Fig. 1: clock wiring as the flow saved it
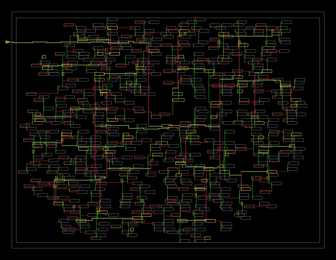
Fig. 2: sequential cells grouped by signal name
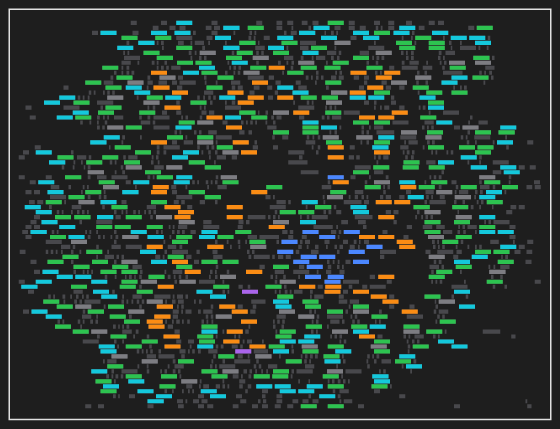
Fig. 3: placement by cell class
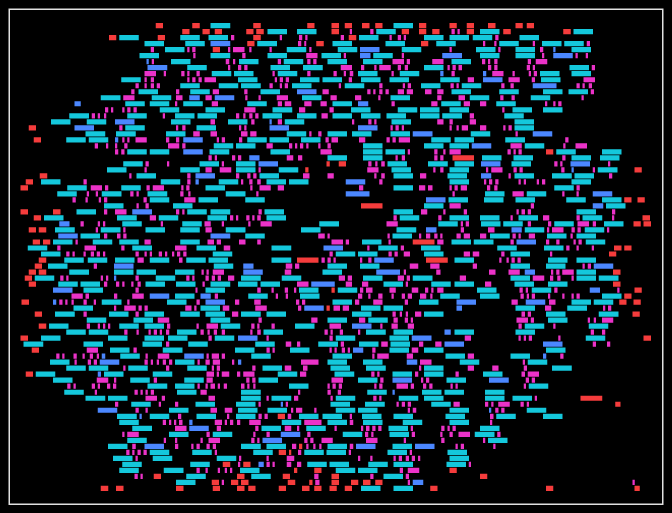
Fig. 4: clock network drawn from the DEF
The bar under the picture is 100 µm long.
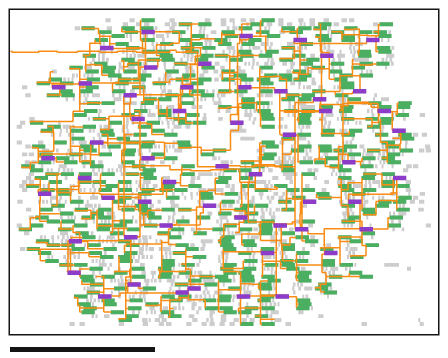
===== src/rtl/switch_input_pkg.sv =====
// Shared constants for the switch/key input block: register map, status bit
// indices and the control register layout.
package switch_input_pkg;

  localparam int unsigned DATA_W  = 32;
  localparam int unsigned ADDR_W  = 3;
  localparam int unsigned NUM_SW  = 64;
  localparam int unsigned NUM_KEY = 8;
  localparam int unsigned NUM_IN  = NUM_SW + NUM_KEY;
  localparam int unsigned STAT_W  = 2;

  localparam logic [ADDR_W-1:0] ADDR_SW_LO = 3'd0;
  localparam logic [ADDR_W-1:0] ADDR_SW_HI = 3'd1;
  localparam logic [ADDR_W-1:0] ADDR_KEY   = 3'd2;
  localparam logic [ADDR_W-1:0] ADDR_STAT  = 3'd3;
  localparam logic [ADDR_W-1:0] ADDR_CTRL  = 3'd4;

  localparam int unsigned STAT_SW_CHG    = 0;
  localparam int unsigned STAT_KEY_PRESS = 1;

  typedef struct packed {
    logic ie;
  } ctrl_t;

endpackage


===== src/rtl/switch_input_debounce_bit.sv =====
// One input bit: 2-flop synchronizer, inversion to active-high, tick-sampled
// history and accept-on-uniform-history debounced output.
module debounce_bit
  import switch_input_pkg::*;
#(
  parameter int unsigned STABLE_SAMPLES = 3
) (
  input  logic clk,
  input  logic reset,
  input  logic tick,
  input  logic raw,
  output logic debounced
);

  logic [1:0]                sync;
  logic [STABLE_SAMPLES-1:0] hist;
  logic                      sample_c;

  assign sample_c = ~sync[1];

  // History only advances on the slow tick; the output moves only on a uniform history.
  always_ff @(posedge clk or posedge reset) begin
    if (reset) begin
      sync      <= '0;
      hist      <= '0;
      debounced <= 1'b0;
    end else begin
      sync <= {sync[0], raw};
      if (tick) begin
        hist <= STABLE_SAMPLES'({hist, sample_c});
      end
      if (&hist) begin
        debounced <= 1'b1;
      end else if (~|hist) begin
        debounced <= 1'b0;
      end
    end
  end

endmodule


===== src/rtl/switch_input.sv =====
// Debounced DIP switch / push key input block with a small register interface.
// Define SWITCH_IRQ_EN to enable the ctrl.ie register and the irq output.
module switch_input
  import switch_input_pkg::*;
#(
  parameter int unsigned TICK_WIDTH     = 16,
  parameter int unsigned STABLE_SAMPLES = 3
) (
  input  logic              clk,
  input  logic              reset,
  input  logic              we,
  input  logic [ADDR_W-1:0] addr,
  input  logic [DATA_W-1:0] din,
  output logic [DATA_W-1:0] dout,
  input  logic [NUM_SW-1:0] dip_switch,
  input  logic [NUM_KEY-1:0] user_key,
  output logic              irq
);

  logic [TICK_WIDTH-1:0] tick_cnt;
  logic                  tick_c;
  logic [NUM_IN-1:0]     raw;
  logic [NUM_IN-1:0]     deb;
  logic [NUM_IN-1:0]     deb_prev;
  logic [NUM_SW-1:0]     sw;
  logic [NUM_SW-1:0]     sw_prev;
  logic [NUM_KEY-1:0]    keys;
  logic [NUM_KEY-1:0]    keys_prev;
  logic [STAT_W-1:0]     status;
  logic [STAT_W-1:0]     set_c;
  logic [STAT_W-1:0]     clr_c;
  ctrl_t                 ctrl;
  logic                  unused_din;

  assign unused_din = ^din[DATA_W-1:STAT_W];

  always_ff @(posedge clk or posedge reset) begin
    if (reset) begin
      tick_cnt <= '0;
    end else begin
      tick_cnt <= tick_cnt + TICK_WIDTH'(1);
    end
  end

  // Tick fires on the edge where the counter wraps from all-ones to zero.
  assign tick_c = &tick_cnt;
  assign raw    = {user_key, dip_switch};

  for (genvar i = 0; i < NUM_IN; i++) begin : g_bit
    debounce_bit #(
      .STABLE_SAMPLES(STABLE_SAMPLES)
    ) u_bit (
      .clk      (clk),
      .reset    (reset),
      .tick     (tick_c),
      .raw      (raw[i]),
      .debounced(deb[i])
    );
  end

  assign sw        = deb[NUM_SW-1:0];
  assign keys      = deb[NUM_IN-1:NUM_SW];
  assign sw_prev   = deb_prev[NUM_SW-1:0];
  assign keys_prev = deb_prev[NUM_IN-1:NUM_SW];

  always_comb begin
    set_c                 = '0;
    clr_c                 = '0;
    set_c[STAT_SW_CHG]    = |(sw ^ sw_prev);
    set_c[STAT_KEY_PRESS] = |(keys & ~keys_prev);
    if (we && (addr == ADDR_STAT)) begin
      clr_c = din[STAT_W-1:0];
    end
  end

  // Sticky status: clear is applied first so a coincident set survives.
  always_ff @(posedge clk or posedge reset) begin
    if (reset) begin
      deb_prev <= '0;
      status   <= '0;
    end else begin
      deb_prev <= deb;
      status   <= (status & ~clr_c) | set_c;
    end
  end

`ifdef SWITCH_IRQ_EN
  always_ff @(posedge clk or posedge reset) begin
    if (reset) begin
      ctrl <= '0;
      irq  <= 1'b0;
    end else begin
      if (we && (addr == ADDR_CTRL)) begin
        ctrl.ie <= din[0];
      end
      irq <= ctrl.ie & (|status);
    end
  end
`else
  assign ctrl = '0;
  assign irq  = 1'b0;
`endif

  always_comb begin
    dout = '0;
    case (addr)
      ADDR_SW_LO: dout = sw[31:0];
      ADDR_SW_HI: dout = sw[63:32];
      ADDR_KEY:   dout = DATA_W'(keys);
      ADDR_STAT:  dout = DATA_W'(status);
      ADDR_CTRL:  dout = DATA_W'(ctrl.ie);
      default:    dout = '0;
    endcase
  end

endmodule


===== config.mk =====
export PLATFORM = sky130hd
export DESIGN_NAME = switch_input
export DESIGN_NICKNAME = d
export VERILOG_FILES = /design/src/rtl/switch_input_pkg.sv /design/src/rtl/switch_input_debounce_bit.sv /design/src/rtl/switch_input.sv
export SDC_FILE = /design/constraint.sdc
export NUM_CORES = 1
export LEC_CHECK = 0
export CELL_PAD_IN_SITES_DETAIL_PLACEMENT = 1
export CELL_PAD_IN_SITES_GLOBAL_PLACEMENT = 1
export CORE_ASPECT_RATIO = 0.75
export CORE_MARGIN = 4
export CORE_UTILIZATION = 30
export DETAILED_ROUTE_END_ITERATION = 8
export GPL_TIMING_DRIVEN = 0
export PLACE_DENSITY = 0.57
export SKIP_CTS_REPAIR_TIMING = 1
export SYNTH_ARGS = -nofsm -noshare
export SYNTH_HDL_FRONTEND = slang
export SYNTH_HIERARCHICAL = 1
export SYNTH_SLANG_ARGS = --single-unit

===== constraint.sdc =====
create_clock -name clk -period 11.5 [get_ports clk]
set_input_delay 1.725 -clock clk [delete_from_list [all_inputs] [get_ports clk]]
set_output_delay 1.725 -clock clk [all_outputs]
set_load 0.01 [all_outputs]

==> out/metrics.yaml <==
outcome:
  outcome: "completed"
worst_setup_path:
  worstSetupEndpoint: "dout[10]"
  path_class: "in -> out"
  path_buffers: 4
  worstPathRequired_ps: 9780
  r2r-end: "g_bit[27].u_bit/hist[2]"
  r2r_start: "tick_cnt[0]"
  path_delay_family: "buffers and inverters"
die:
  die_x_um: 295
  rows: 78
  tap_cells: 800
  die_h_um: 223
  chipArea_mm2: 0.0659
  fp_util: 0.305
yosys:
  ys.warnings.count: 6
  edf_count: 0
  synthSimpleGateAreaFrac: 0.0478
  xor_share: 0.0368
  syn_area_mm2: 0.0185
  topCellsByArea: "dfrtp_1, mux2_4, o21ai_0"
  synthAoiAreaFrac: 0.112
  yosys_cells: 1450
  ff_type: "dfrtp_1"
final_layout:
  dominant_cells: "flip-flops and latches"
  combAreaFraction: 0.215
  clock_area_frac: 0.0809
  final_common_cell: "dfrtp_1"
  n_all_buffers: 125
  top_register: "g_bit.u_bit/hist"
  fin_cells: 2465
  area_growth_pct: 22.2
  nets: 1733
  diodes: 1
  logic_area_mm2: 0.00486
  comb.multi_input.count: 763
timing:
  max_slew_margin: 0.358
  whs_ps: 343
  slew_violations: 0
  setup_viol: 0
  tns_ps: 0
global_route:
  grt_pass1_wl_mm: 69.3
  grt_use_total: 0.132
  grt_max_degree: 81
power_and_ir_drop:
  switching_share: 0.209
  net-switching-power_uw: 781
  internal_power_uw: 2960
  power.group.top: "registers"
  power_uw: 3740
  p_per_area_mw_per_mm2: 165
  powerSeq_uw: 1870
detailed_routing:
  wl_met2_mm: 19.8
  ant_nets: 0
  wl_per_cell_um: 17.2
  top_layer: "met4"
  wl_mm: 42.4
clock_tree:
  clk_latency_ps: 590
  cts_tree: "yes"
  clock-root-buffer: "clkbuf_16"
placement:
  pre_cts_ws_ps: 5290
  dpl.hpwl_mm: 28.7
## Picture notes: Fig. 1
clk sinks: 522
clock buffer count in the final layout: 80
clock skew: 21.2 ps
Clock Power: 1780 µW
CTS buffer count: 54

## Picture notes: Fig. 2
[blue] tick_cnt | flops: 16 | where: center
[purple] status | flops: 2
[green] g_bit.u_bit/hist | flops: 216 | where: all over the die
[orange] deb_prev | flops: 72
[cyan] g_bit.u_bit/sync | flops: 144 | where: all over the die
not colored: 72

## Picture notes: Fig. 3
[magenta] remaining logic cells | cells: 919
[red] remaining buffers and delay cells | cells: 125
[cyan] registers | cells: 522
[blue] clock drivers and dummy loads | cells: 98

## Picture notes: Fig. 4
[orange] clock wires | length: 6910 µm
[purple] clock-net drivers | count: 54
[green] flip-flops | count: 522
routed clock nets: 55
flops lie: all over the die

No activity file was given, so power comes from the tool's default toggle rates.
